File: src/rtl/hlsm_scoreboard.sv
// Self-contained stimulus/compare sequencer: issues LFSR-driven transactions to a DUT and a
// reference model, then checks done timing, latency and per-channel result agreement.
module hlsm_scoreboard #(
    parameter int unsigned          DATAWIDTH = 32,
    parameter int unsigned          NUM_IN    = 3,
    parameter int unsigned          NUM_OUT   = 2,
    parameter logic [NUM_IN-1:0]    BOOL_MASK = 3'b110,
    parameter int unsigned          LATENCY   = 9,
    parameter int unsigned          TIMEOUT   = 64,
    parameter int unsigned          NUM_TRANS = 100,
    parameter logic [31:0]          SEED      = 32'h1
) (
    input  logic                           Clk,
    input  logic                           Rst,
    input  logic                           Enable,
    output logic                           Start,
    output logic [NUM_IN*DATAWIDTH-1:0]    Stim,
    input  logic                           Done,
    input  logic                           DoneRef,
    input  logic [NUM_OUT*DATAWIDTH-1:0]   DutOut,
    input  logic [NUM_OUT*DATAWIDTH-1:0]   RefOut,
    output logic [NUM_OUT-1:0]             ChanErr,
    output logic                           DoneErr,
    output logic                           LatErr,
    output logic                           Timeout,
    output logic                           Err,
    output logic [15:0]                    ErrCount,
    output logic [15:0]                    TransCount,
    output logic                           Finished
);

    localparam int unsigned CntW = $clog2(TIMEOUT + 1);
    localparam logic [CntW-1:0] LatC = CntW'(LATENCY);
    localparam logic [CntW-1:0] ToC  = CntW'(TIMEOUT);

    typedef enum logic [1:0] {StIdle, StIssue, StWait, StFinish} state_e;

    state_e                        state_q, state_d;
    logic [31:0]                   lfsr_q, lfsr_d;
    logic [NUM_IN*DATAWIDTH-1:0]   stim_q, stim_d;
    logic                          start_q, start_d;
    logic [CntW-1:0]               cnt_q, cnt_d;
    logic [NUM_OUT-1:0]            chan_err_q, chan_err_d;
    logic                          done_err_q, done_err_d;
    logic                          lat_err_q, lat_err_d;
    logic                          timeout_q, timeout_d;
    logic [15:0]                   err_cnt_q, err_cnt_d;
    logic [15:0]                   trans_q, trans_d;

    logic [NUM_OUT-1:0]            chan_mis;
    logic                          lat_bad;
    logic [1:0]                    err_inc;

    function automatic logic [31:0] rotl(input logic [31:0] x, input int unsigned n);
        return (x << n) | (x >> (32 - n));
    endfunction

    function automatic logic [NUM_IN*DATAWIDTH-1:0] map_stim(input logic [31:0] v);
        logic [NUM_IN*DATAWIDTH-1:0] s;
        logic [31:0]                 r;
        s = '0;
        for (int i = 0; i < NUM_IN; i++) begin
            r = rotl(v, (7 * i) % 32);
            if (BOOL_MASK[i]) begin
                s[i*DATAWIDTH +: DATAWIDTH] = DATAWIDTH'(r[0]);
            end else begin
                s[i*DATAWIDTH +: DATAWIDTH] = DATAWIDTH'(r);
            end
        end
        return s;
    endfunction

    function automatic logic [15:0] sat_add(input logic [15:0] a, input logic [1:0] inc);
        logic [16:0] s;
        s = {1'b0, a} + {15'b0, inc};
        return s[16] ? 16'hFFFF : s[15:0];
    endfunction

    always_comb begin
        state_d    = state_q;
        lfsr_d     = lfsr_q;
        stim_d     = stim_q;
        start_d    = 1'b0;
        cnt_d      = cnt_q;
        chan_err_d = chan_err_q;
        done_err_d = done_err_q;
        lat_err_d  = lat_err_q;
        timeout_d  = timeout_q;
        err_cnt_d  = err_cnt_q;
        trans_d    = trans_q;
        chan_mis   = '0;
        lat_bad    = 1'b0;
        err_inc    = 2'd0;

        unique case (state_q)
            StIdle: begin
                if (Enable) begin
                    chan_err_d = '0;
                    done_err_d = 1'b0;
                    lat_err_d  = 1'b0;
                    timeout_d  = 1'b0;
                    err_cnt_d  = '0;
                    trans_d    = '0;
                    state_d    = StIssue;
                end
            end
            StIssue: begin
                // Galois step; Start and Stim become visible together on the following cycle.
                lfsr_d  = (lfsr_q >> 1) ^ (lfsr_q[0] ? 32'h8020_0003 : 32'h0);
                stim_d  = map_stim(lfsr_d);
                start_d = 1'b1;
                cnt_d   = '0;
                state_d = StWait;
            end
            StWait: begin
                cnt_d = cnt_q + CntW'(1);
                if (Done != DoneRef) begin
                    done_err_d = 1'b1;
                    err_inc    = 2'd1;
                end
                if (Done) begin
                    for (int j = 0; j < NUM_OUT; j++) begin
                        chan_mis[j] = DutOut[j*DATAWIDTH +: DATAWIDTH]
                                      != RefOut[j*DATAWIDTH +: DATAWIDTH];
                    end
                    lat_bad    = (cnt_q != LatC);
                    chan_err_d = chan_err_q | chan_mis;
                    if (lat_bad) begin
                        lat_err_d = 1'b1;
                    end
                    if ((|chan_mis) || lat_bad) begin
                        err_inc = err_inc + 2'd1;
                    end
                    trans_d = sat_add(trans_q, 2'd1);
                    if (32'(trans_d) >= NUM_TRANS) begin
                        state_d = StFinish;
                    end else if (Enable) begin
                        state_d = StIssue;
                    end else begin
                        state_d = StIdle;
                    end
                end else if (cnt_q == ToC) begin
                    timeout_d = 1'b1;
                    err_inc   = err_inc + 2'd1;
                    state_d   = StFinish;
                end
                err_cnt_d = sat_add(err_cnt_q, err_inc);
            end
            StFinish: begin
                if (!Enable) begin
                    state_d = StIdle;
                end
            end
            default: state_d = StIdle;
        endcase
    end

    always_ff @(posedge Clk or posedge Rst) begin
        if (Rst) begin
            state_q    <= StIdle;
            lfsr_q     <= SEED;
            stim_q     <= '0;
            start_q    <= 1'b0;
            cnt_q      <= '0;
            chan_err_q <= '0;
            done_err_q <= 1'b0;
            lat_err_q  <= 1'b0;
            timeout_q  <= 1'b0;
            err_cnt_q  <= '0;
            trans_q    <= '0;
        end else begin
            state_q    <= state_d;
            lfsr_q     <= lfsr_d;
            stim_q     <= stim_d;
            start_q    <= start_d;
            cnt_q      <= cnt_d;
            chan_err_q <= chan_err_d;
            done_err_q <= done_err_d;
            lat_err_q  <= lat_err_d;
            timeout_q  <= timeout_d;
            err_cnt_q  <= err_cnt_d;
            trans_q    <= trans_d;
        end
    end

    assign Start      = start_q;
    assign Stim       = stim_q;
    assign ChanErr    = chan_err_q;
    assign DoneErr    = done_err_q;
    assign LatErr     = lat_err_q;
    assign Timeout    = timeout_q;
    assign Err        = (|chan_err_q) | done_err_q | lat_err_q | timeout_q;
    assign ErrCount   = err_cnt_q;
    assign TransCount = trans_q;
    assign Finished   = (state_q == StFinish);

endmodule

File: config.mk
export PLATFORM = sky130hd
export DESIGN_NAME = hlsm_scoreboard
export DESIGN_NICKNAME = d
export VERILOG_FILES = /design/src/rtl/hlsm_scoreboard.sv
export SDC_FILE = /design/constraint.sdc
export NUM_CORES = 1
export LEC_CHECK = 0
export CAP_MARGIN = 10
export CORE_MARGIN = 4
export CORE_UTILIZATION = 45
export DETAILED_ROUTE_END_ITERATION = 10
export PLACE_DENSITY = 0.91
export SLEW_MARGIN = 20
export SYNTH_ARGS = -nofsm -noshare
export SYNTH_HDL_FRONTEND = slang
export SYNTH_SLANG_ARGS = --single-unit
export TNS_END_PERCENT = 1
File: constraint.sdc
create_clock -name Clk -period 6.55 [get_ports Clk]
set_clock_uncertainty 0.15 [all_clocks]
set_input_delay 0.655 -clock Clk [delete_from_list [all_inputs] [get_ports Clk]]
set_output_delay 0.655 -clock Clk [all_outputs]
set_load 0.03 [all_outputs]
==> out/metrics.json, run 1 <==
{
  "finish": {
    "finalCoreUtilization_pct": 63.4,
    "flow.area_growth_from_synthesis_pct": 36.7,
    "fraction_of_final_layout_cells_sized_beyond_drive_strength_1_pct": 7.80,
    "final_net_count": 924,
    "n_antenna_cell": 0,
    "n_fill_cell": 982
  },
  "clock_tree": {
    "clock_sink_count": 80,
    "clkTransAtPathRegs_ns": 0.06,
    "cts_inserted_buffers": 9,
    "cts.hold.buffers_added": 0,
    "clock.latency.late_pin_ns": 0.33,
    "cts_resized": 0,
    "htree_levels": 3,
    "clock_path_buffers": 2,
    "cts_tree": "yes",
    "cts.repair_timing.setup_buffer_count": 0,
    "cts_root_buffer": "sky130_fd_sc_hd__clkbuf_16"
  },
  "synthesis": {
    "yosys_cells": 612,
    "synthArstFlopShare_pct": 100,
    "synth.cell_area_mm2": 0.00564,
    "yosys.cell_count.top_type": "sky130_fd_sc_hd__buf_4",
    "postSynthCellCount": 612,
    "synthTopCellsByCount": "sky130_fd_sc_hd__buf_4 (95), sky130_fd_sc_hd__dfrtp_1 (79), sky130_fd_sc_hd__xor2_1 (67)",
    "enable_flop_cells": 0,
    "ys_top_cells_by_area": "sky130_fd_sc_hd__dfrtp_1 (35%), sky130_fd_sc_hd__buf_4 (13%), sky130_fd_sc_hd__xor2_1 (10%)",
    "ys_chip_area_mm2": 0.00564,
    "synthFlopType": "sky130_fd_sc_hd__dfrtp_1",
    "top_area_cell": "sky130_fd_sc_hd__dfrtp_1",
    "synth_area_per_inst_um2": 9.22,
    "synth_flops": 80
  },
  "drt": {
    "route.layer.met1.wl_mm": 5.82,
    "drtPass1Iterations": 5,
    "detail_route.iter0.violations": 325,
    "final_antenna_violating_net_count": 0,
    "highest-signal-layer": "met4",
    "postRouteWirelength_mm": 14.9,
    "dr_wl_met2_mm": 7.86,
    "viasPerCell": 5.05,
    "wire_per_inst_um": 15.7
  },
  "sta": {
    "finalSetupTns_ns": 0,
    "finalMaxSlewViolations": 0,
    "final.min_clock_period_ns": 4.67,
    "fin_crit_sh_pct": 71.3,
    "max_freq_mhz": 214,
    "setup-violations-final": 0,
    "timing_hold_violations_final": 0,
    "tightestPinTransition_ns": 0.988,
    "timing.max_slew.rel_slack_pct": 34.2,
    "grt_setup_unrepaired": "false"
  },
  "global_route": {
    "grt_use_met2_pct": 35.9,
    "grt.met3_usage_pct": 3.86,
    "grt_start_max_net_pins": 81,
    "grt_most_used_layer": "met2",
    "grt_antenna_before_repair": 0,
    "grt_pass1_vias": 4629,
    "grt_remaining_overflow": 0,
    "globalRouteMet1Util_pct": 24.7
  },
  "power_and_ir_drop": {
    "share_comb_of_total_power_pct": 48.3,
    "power_report.internal_total_mw": 1.55,
    "p_switching_mw": 1.03,
    "max-vdd-ir-drop_v": 0.000162,
    "power_density_mw_per_mm2": 334,
    "power.static_leakage_nw": 3.24,
    "clock_power_share_pct": 22.3,
    "share_seq_of_total_power_pct": 29.4,
    "p_sw_share_pct": 40.0
  },
  "run": {
    "log.warning_count": 31,
    "cap_viol_max_count": 0
  },
  "worst_setup_path": {
    "crit_top_cell": "sky130_fd_sc_hd__and3_1",
    "path_class": "in2reg",
    "critPathBufInv": 1,
    "timing.critical_path.arrival_ns": 4.74,
    "timing.critical_path.from_type": "primary input",
    "crit_family": "simple AND/OR/NAND/NOR gates",
    "timing.critical_path.fanout_max": 13,
    "critical_path.cell_chain": "clkdlybuf4s50_1, xor2_1, nor4_1, nand4_1, nor2_1, nand4_1, ha_1, mux2_2, ha_1, fa_1, and3_1, and3_1, and3_1, nand2b_1, o21ai_0, a22o_1",
    "worstPathRequired_ns": 6.62,
    "crit_path_end_kind": "register",
    "timing.critical_path.slowest_cell_delay_ns": 0.50
  },
  "placed_design": {
    "post-dp-hpwl_mm": 11.9,
    "place.port_buffers": 206,
    "finalWeightedCongestion": 0.875
  },
  "floorplan": {
    "fp.dieArea_mm2": 0.0144,
    "die-height_um": 120,
    "fp.dieW_um": 120,
    "placeableCoreArea_mm2": 0.0122
  },
  "run_status": {
    "result_of_the_run": "finished clean"
  },
  "worst_hold_path": {
    "hold_path.class": "reg2reg"
  }
}
==> run 1: power by group through the flow <==
| stage | clock (mW) | sequential [mW] | combinational, mW |
|---|---|---|---|
| after global routing | 0.605 | 0.786 | 1.34 |
| after CTS | 0.588 | 0.763 | 1.25 |
| final | 0.576 | 0.759 | 1.25 |
| after detailed placement | 0 | 0.769 | 1.25 |
| after floorplan | 0 | 0.784 | 0.902 |
| after global placement | 0 | 0.761 | 1.22 |
==> run 1: flip-flops by register name (all words and copies together), names as in the netlist <==
signal,flops
DoneErr,1
Stim,2
ErrCount,16
cnt_q,7
Start,1
ChanErr,2
TransCount,16
Timeout,1
state_q,2
lfsr_q,31
LatErr,1
==> run 1: stage by stage <==
step                setup WS [ns]  power [mW]  instance area [µm²]  hold WS [ns]
finish                       1.88        2.58                 7720         0.374
global route                 1.57        2.74                 7720         0.401
CTS                          1.86        2.60                 7710         0.381
detailed placement           1.51        2.02                 7370         0.365
global placement             1.63        1.98                 7370         0.359
floorplan                    2.53        1.69                 5870         0.349
==> run 1: area by class of cell <==
| type | count | area [µm²] | area share (%) |
|---|---|---|---|
| tap | 168 | 210 | 2.72 |
| clock inverter | 6 | 116 | 1.51 |
| clock buffer | 9 | 225 | 2.92 |
| multi-input combinational | 462 | 3020 | 39.1 |
| inverter | 16 | 60.1 | 0.778 |
| timing repair buffer | 209 | 2080 | 27.0 |
| sequential | 80 | 2000 | 26.0 |
==> run 1: final timing paths <==
kind | start | depth (start not counted) | end | slack, ns
hold / removal | Stim[0] | 2 | Stim[0] | 0.37
setup reg to reg | cnt_q[2] | 13 | ErrCount[2] | 2.72
min in group asynchronous | Rst | 3 | lfsr_q[4] | 0.78
hold reg to reg | Stim[0] | 2 | Stim[0] | 0.37
max in group asynchronous | Rst | 3 | ErrCount[14] | 4.81
setup / recovery | RefOut[57] | 16 | ErrCount[2] | 1.88
==> run 1: tightest hold or removal path, delay by kind of cell, from the launching register on <==
| family | cells | cell delay (ns) |
|---|---|---|
| DFF | 1 | 0.34 |
| and+or+nand+nor | 1 | 0.04 |
| AOI/OAI and AO/OA | 1 | 0.10 |
==> run 1: placed cells by master (no fill, tap or decap), types with 15 or more instances in the layout <==
cell                                n
sky130_fd_sc_hd__nand3_1           18
sky130_fd_sc_hd__xor2_1            67
sky130_fd_sc_hd__nand2_1           42
sky130_fd_sc_hd__a22o_1            15
sky130_fd_sc_hd__nor2_1            26
sky130_fd_sc_hd__mux2_2            32
sky130_fd_sc_hd__o21ai_0           46
sky130_fd_sc_hd__conb_1            62
sky130_fd_sc_hd__dfrtp_1           79
sky130_fd_sc_hd__clkdlybuf4s50_1  206
sky130_fd_sc_hd__a21oi_1           28
sky130_fd_sc_hd__nor4_1            20
==> run 1: cells by family (layout without fill, tap and decap cells) <==
group,count (synthesis),in the layout,share of synthesized area (%)
compound gates,118,118,13.0
xor+xnor,72,72,11.2
fa+ha+maj,13,13,3.02
buf+inv,131,240,15.1
flops,80,80,35.5
mux,33,33,6.56
other cells,1,62,0.0665
simple gates,164,164,15.6
==> run_1/zoom.png <==
Window x 80 to 100, y 80 to 100 µm. Cells in grey, sequential cells in the stronger grey; small squares are vias.
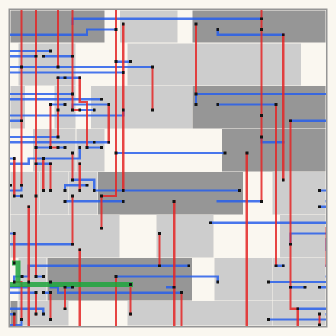
[blue] met1
[green] met3
[red] met2
sequential cells in the window: 6
most frequent: dfrtp_1 (6), mux2_2 (4)
cells with their middle in the window: 26
netlist names of flops here include: TransCount (3), lfsr_q (3)

==> run_1/drive_strength.png <==
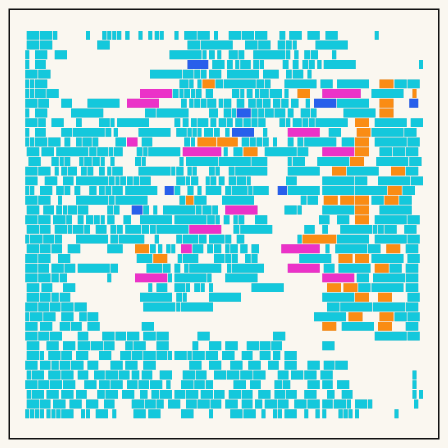
[magenta] drive 6 and up | cells: 14 | share: 1.8%
[cyan] drive 1 or less | cells: 721 | share: 92%
[blue] drive 3 to 4 | cells: 8 | share: 1.0%
[orange] drive 2 | cells: 39 | share: 5.0%

==> run_1/density.png <==
The die is cut into 12 by 12 equal tiles; white is low, dark blue is high, 0 to 100% covered.
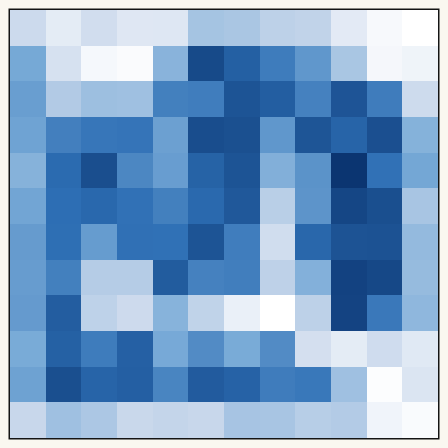
emptiest ninth of the die: south-east
mean over tiles: 52%
nearly empty tiles: 2.1%
densest ninth of the die: east
tiles over 75% full: 25%
fullest tile: 98%

==> run_1/final_placement.png <==
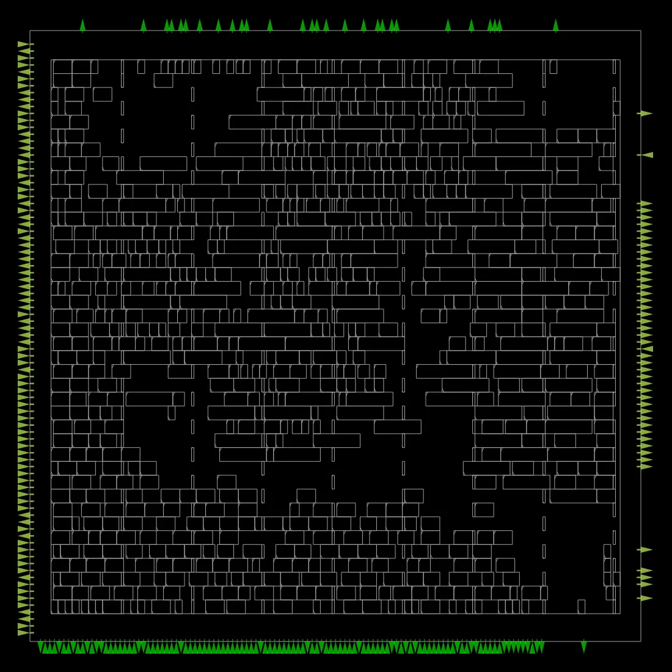
number of non-filler instances in the completed layout: 950
number of core rows: 40

==> run_1/pins.png <==
The bar under the picture is 20 µm long. Pins as bars across the die edge, other pins in grey.
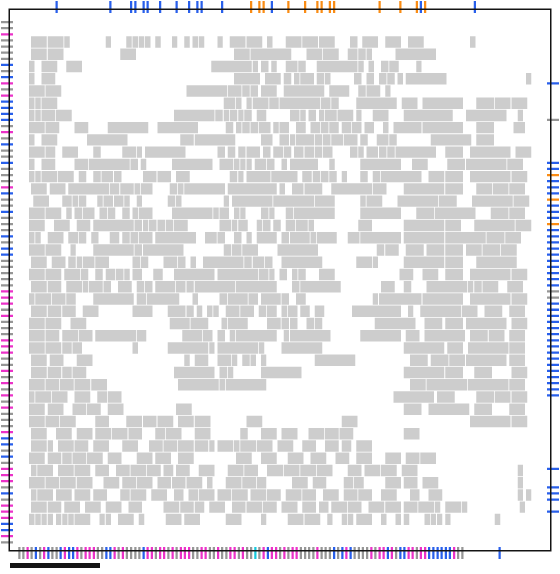

==> inputs of run 2 (changes only) <==
Settings changed: CORE_UTILIZATION 45 to 38, PLACE_DENSITY 0.91 to 0.82.
Clock period 6.55 ns to 4.1 ns, I/O delays scaled along.
==> run_2/pins.png <==
The bar under the picture is 50 µm long. Pins as bars across the die edge, other pins in grey.
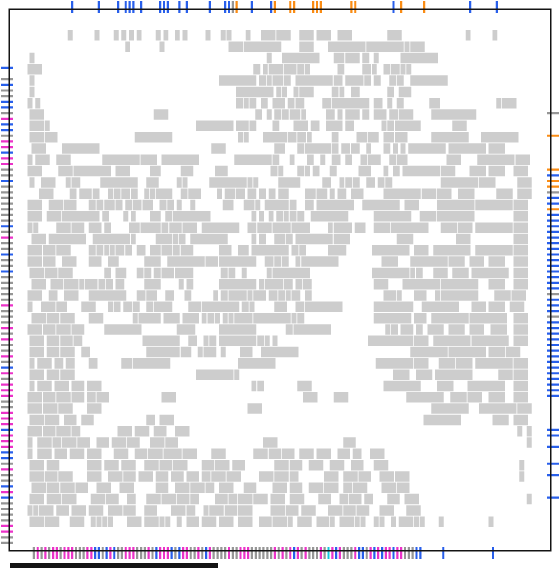
[cyan] Err | pins: 1 | direction: output | edge: south
[magenta] RefOut | pins: 64 | direction: input | edge: 40 south, 24 west
[orange] TransCount | pins: 16 | direction: output | edge: 11 north, 5 east
[blue] Stim | pins: 96 | direction: output | edge: 40 east, 20 north, 19 south, 17 west
all pins by edge: 104 south, 84 west, 49 east, 32 north

==> run_2/zoom.png <==
Window x 87 to 107, y 87 to 107 µm. Cells in grey, sequential cells in the stronger grey; small squares are vias.
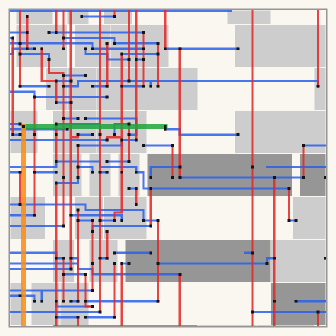
[green] met3
[orange] met4
[red] met2
[blue] met1
most frequent: o21ai_0 (4), nand2_1 (3)
netlist names of flops here include: TransCount (2)
cells with their middle in the window: 25
sequential cells in the window: 2

==> run 2 against run 1 <==
Critical path depth grew 2. Synthesized cell count is the same. Register-to-register slack lost 2.1 ns.
==> out/metrics.json, run 2 <==
{
  "run_status": {
    "result_of_the_run": "finished clean"
  },
  "sta": {
    "timing.max_slew.rel_slack": {"value": 40.7, "unit": "%", "change": "+6.6 points"},
    "grt_setup_unrepaired": "false",
    "setup-violations-final": {"value": 0, "change": "unchanged"},
    "fin_crit_sh_pct": 95.6,
    "tightestPinTransition": {"value": 0.889, "unit": "ns", "change": "-0.0987 ns"},
    "final.min_clock_period_ns": 3.92,
    "max_freq_mhz": 255,
    "timing_hold_violations_final": {"value": 0, "change": "unchanged"},
    "finalMaxSlewViolations": {"value": 0, "change": "unchanged"}
  },
  "synthesis": {
    "synthArstFlopShare": {"value": 100, "unit": "%", "change": "unchanged"},
    "ys_seq_share_pct": 35.5,
    "top_area_cell": "sky130_fd_sc_hd__dfrtp_1",
    "postSynthCellCount": {"value": 612, "change": "unchanged"},
    "ys_top_cells_by_area": "sky130_fd_sc_hd__dfrtp_1 (35%), sky130_fd_sc_hd__buf_4 (13%), sky130_fd_sc_hd__xor2_1 (10%)",
    "enable_flop_cells": {"value": 0, "change": "unchanged"},
    "ys_chip_area": {"value": 0.00564, "unit": "mm²", "change": "unchanged"},
    "synth.cell_area": {"value": 0.00564, "unit": "mm²", "change": "unchanged"},
    "synthFlopType": "sky130_fd_sc_hd__dfrtp_1",
    "yosys_cells": {"value": 612, "change": "unchanged"},
    "synthTopCellsByCount": "sky130_fd_sc_hd__buf_4 (95), sky130_fd_sc_hd__dfrtp_1 (79), sky130_fd_sc_hd__xor2_1 (67)",
    "synth_area_per_inst": {"value": 9.22, "unit": "µm²", "change": "unchanged"},
    "yosys.cell_count.top_type": "sky130_fd_sc_hd__buf_4",
    "synth.yosys.warnings": 0,
    "synth_flops": {"value": 80, "change": "unchanged"}
  },
  "power_and_ir_drop": {
    "max-vdd-ir-drop": {"value": 0.000261, "unit": "V", "change": "+61%"},
    "share_seq_of_total_power": {"value": 29.4, "unit": "%", "change": "about the same"},
    "share_comb_of_total_power": {"value": 48.7, "unit": "%", "change": "+0.4 points"},
    "p_sw_share": {"value": 40.7, "unit": "%", "change": "+0.69 points"},
    "clock_power_share": {"value": 21.9, "unit": "%", "change": "-0.4 points"},
    "p_switching": {"value": 1.67, "unit": "mW", "change": "+62%"},
    "power.static_leakage": {"value": 3.31, "unit": "nW", "change": "+2.2%"},
    "power_density": {"value": 522, "unit": "mW/mm²", "change": "+56%"},
    "power_report.internal_total": {"value": 2.44, "unit": "mW", "change": "+57%"}
  },
  "drt": {
    "final_antenna_violating_net_count": {"value": 0, "change": "unchanged"},
    "wire_per_inst": {"value": 15.0, "unit": "µm", "change": "-4.6%"},
    "detail_route.drc_violations": 0,
    "detail_route.iter0.violations": {"value": 232, "change": "-29%"},
    "drtPass1Iterations": {"value": 4, "change": "-1"},
    "viasPerCell": {"value": 4.86, "change": "-3.9%"}
  },
  "finish": {
    "finalCoreUtilization": {"value": 54.1, "unit": "%", "change": "-9.3 points"},
    "lay_top_count": "sky130_fd_sc_hd__clkdlybuf4s50_1",
    "fraction_of_final_layout_cells_sized_beyond_drive_strength_1": {"value": 10.3, "unit": "%", "change": "+2.5 points"},
    "flow.area_growth_from_synthesis_pct": 39.4,
    "postLayoutCellArea": {"value": 0.00787, "unit": "mm²", "change": "+1.9%"},
    "final_net_count": {"value": 937, "change": "+1.4%"},
    "n_antenna_cell": {"value": 0, "change": "unchanged"},
    "most_numerous_logic_cells_after_layout": "sky130_fd_sc_hd__clkdlybuf4s50_1 (206), sky130_fd_sc_hd__dfrtp_1 (79), sky130_fd_sc_hd__xor2_1 (67)",
    "largest_register_ffs": {"value": 31, "change": "unchanged"},
    "max_flop_register": "lfsr_q"
  },
  "floorplan": {
    "fp.dieW": {"value": 130, "unit": "µm", "change": "+8.2%"},
    "std_cell_rows": {"value": 44, "change": "+10%"},
    "fp.dieArea": {"value": 0.0169, "unit": "mm²", "change": "+17%"},
    "die-height": {"value": 130, "unit": "µm", "change": "+8.2%"},
    "pin_count": 269,
    "placeableCoreArea": {"value": 0.0145, "unit": "mm²", "change": "+20%"}
  },
  "placed_design": {
    "finalWeightedCongestion": {"value": 0.874, "change": "-0.15%"},
    "post-dp-hpwl": {"value": 11.7, "unit": "mm", "change": "-1.6%"},
    "placed_cell_area": {"value": 0.00749, "unit": "mm²", "change": "+1.6%"},
    "place.port_buffers": {"value": 206, "change": "unchanged"}
  },
  "run": {
    "cap_viol_max_count": {"value": 0, "change": "unchanged"},
    "log.warning_count": {"value": 31, "change": "unchanged"}
  },
  "clock_tree": {
    "clock.latency.late_pin": {"value": 0.34, "unit": "ns", "change": "about the same"},
    "cts_inserted_buffers": {"value": 9, "change": "unchanged"},
    "htree_levels": {"value": 3, "change": "unchanged"},
    "cts_root_buffer": "sky130_fd_sc_hd__clkbuf_16",
    "clock_path_buffers": {"value": 2, "change": "unchanged"},
    "cts.repair_timing.setup_buffer_count": {"value": 0, "change": "unchanged"},
    "clkTransAtPathRegs": {"value": 0.07, "unit": "ns", "change": "about the same"},
    "cts.hold.buffers_added": {"value": 0, "change": "unchanged"},
    "cts_tree": "yes",
    "clock_sink_count": {"value": 80, "change": "unchanged"}
  },
  "worst_setup_path": {
    "timing.critical_path.arrival": {"value": 4.00, "unit": "ns", "change": "-0.74 ns"},
    "r2r-end": "ErrCount[9]",
    "timing.critical_path.from_type": "primary input",
    "worst-r2r-cell-count": {"value": 14, "change": "+1"},
    "r2r-start": "cnt_q[2]",
    "r2r_setup_slack": {"value": 0.58, "unit": "ns", "change": "-2.14 ns"},
    "crit_path_end_kind": "register",
    "path_class": "in2reg",
    "timing.critical_path.fanout_max": {"value": 8, "change": "-5"},
    "worstPathRequired": {"value": 4.18, "unit": "ns", "change": "-2.44 ns"}
  },
  "global_route": {
    "grt_pass1_vias": {"value": 4605, "change": "-0.52%"},
    "grt_antenna_before_repair": {"value": 0, "change": "unchanged"},
    "grt_remaining_overflow": {"value": 0, "change": "unchanged"},
    "grt_start_max_net_pins": {"value": 72, "change": "-11%"}
  },
  "worst_hold_path": {
    "hold_path.class": "in2async"
  }
}
==> run_2/density.png <==
The die is cut into 13 by 13 equal tiles; white is low, dark blue is high, 0 to 100% covered.
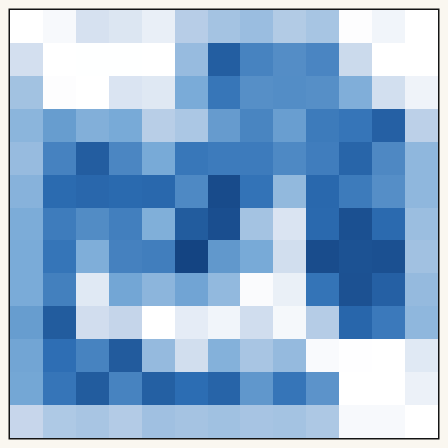
densest ninth of the die: east
nearly empty tiles: 10%
mean over tiles: 45%

==> run 2: cell counts after synthesis <==
Identical to the previous run, type by type.
==> run 2: worst max path at each step <==
stage                             end  slack (ns)        from
final                     ErrCount[9]        0.18  RefOut[45]
after global routing      ErrCount[9]       0.003  RefOut[45]
after CTS                 ErrCount[9]        0.02  RefOut[53]
after detailed placement  ErrCount[9]       -0.40  RefOut[47]
after global placement    ErrCount[8]       -0.31  RefOut[53]
after floorplan           ErrCount[7]        0.33  RefOut[57]
==> run 2: metal layers <==
metal  GRT usage (%)  part of all wire [%]
met5               0                     0
met4            5.20                   1.7
met3            4.79                   7.6
met2            28.6                    50
met1            21.2                    41
==> run 2: repair_timing <==
item | CTS | global route
resized | 1 | 9
setup endpoints to repair | 9 | 16
pin swaps | 0 | 3
==> run 2: power groups by stage <==
| stage | clock network [mW] | registers (mW) | logic (mW) |
|---|---|---|---|
| finish | 0.898 | 1.21 | 2.00 |
| global route | 0.954 | 1.25 | 2.16 |
| CTS | 0.926 | 1.21 | 2.02 |
| detailed placement | 0 | 1.23 | 2.01 |
| global placement | 0 | 1.21 | 1.97 |
| floorplan | 0 | 1.25 | 1.44 |
==> run 2: final cells by class <==
cell class              instances  area [µm²]
clock buffers                   9         225
clock inverters                 7         109
fillers                      1324        6670
inverters                      16        60.1
multi-input cells             462        3050
flip-flops and latches         80        2000
well taps                     184         230
repair buffers                222        2190
==> run 2: worst max-delay path, stage by stage <==
cell                              delay (ns)
sky130_fd_sc_hd__clkdlybuf4s50_1        0.42
sky130_fd_sc_hd__xor2_1                 0.17
sky130_fd_sc_hd__nor4_2                 0.33
sky130_fd_sc_hd__buf_4                  0.16
sky130_fd_sc_hd__nand4_1                0.09
sky130_fd_sc_hd__nor2_2                 0.15
sky130_fd_sc_hd__nand4_1                0.11
sky130_fd_sc_hd__ha_1                   0.31
sky130_fd_sc_hd__mux2_2                 0.26
sky130_fd_sc_hd__ha_2                   0.19
sky130_fd_sc_hd__fa_2                   0.34
sky130_fd_sc_hd__and3_1                 0.16
sky130_fd_sc_hd__and3_1                 0.19
sky130_fd_sc_hd__and3_4                 0.18
sky130_fd_sc_hd__nand2b_4               0.07
sky130_fd_sc_hd__buf_6                  0.11
sky130_fd_sc_hd__o21ai_0                0.09
sky130_fd_sc_hd__a22o_1                 0.25
==> run 2: through the flow <==
stage | worst slack (ns) | hold slack, ns | TNS (ns) | std cells | power (mW)
after floorplan | 0.327 | 0.349 | 0 | 673 | 2.69
after global placement | -0.307 | 0.357 | -4.24 | 964 | 3.19
after detailed placement | -0.397 | 0.366 | -5.25 | 964 | 3.23
after CTS | 0.0202 | 0.150 | 0 | 980 | 4.15
after global routing | 0.00347 | 0.173 | 0 | 980 | 4.36
final | 0.181 | 0.148 | 0 | 980 | 4.11
==> run 2: cells by family after synthesis <==
kind of cell,synth area share (%)
and+or+nand+nor,15.6
buffers and inverters,15.1
AOI/OAI and AO/OA,13.0
DFF,35.5
xor gates and xnor gates,11.2
muxes,6.56
adders and majority gates,3.02
other,0.0665
Power is estimated from default activity; no workload was simulated.
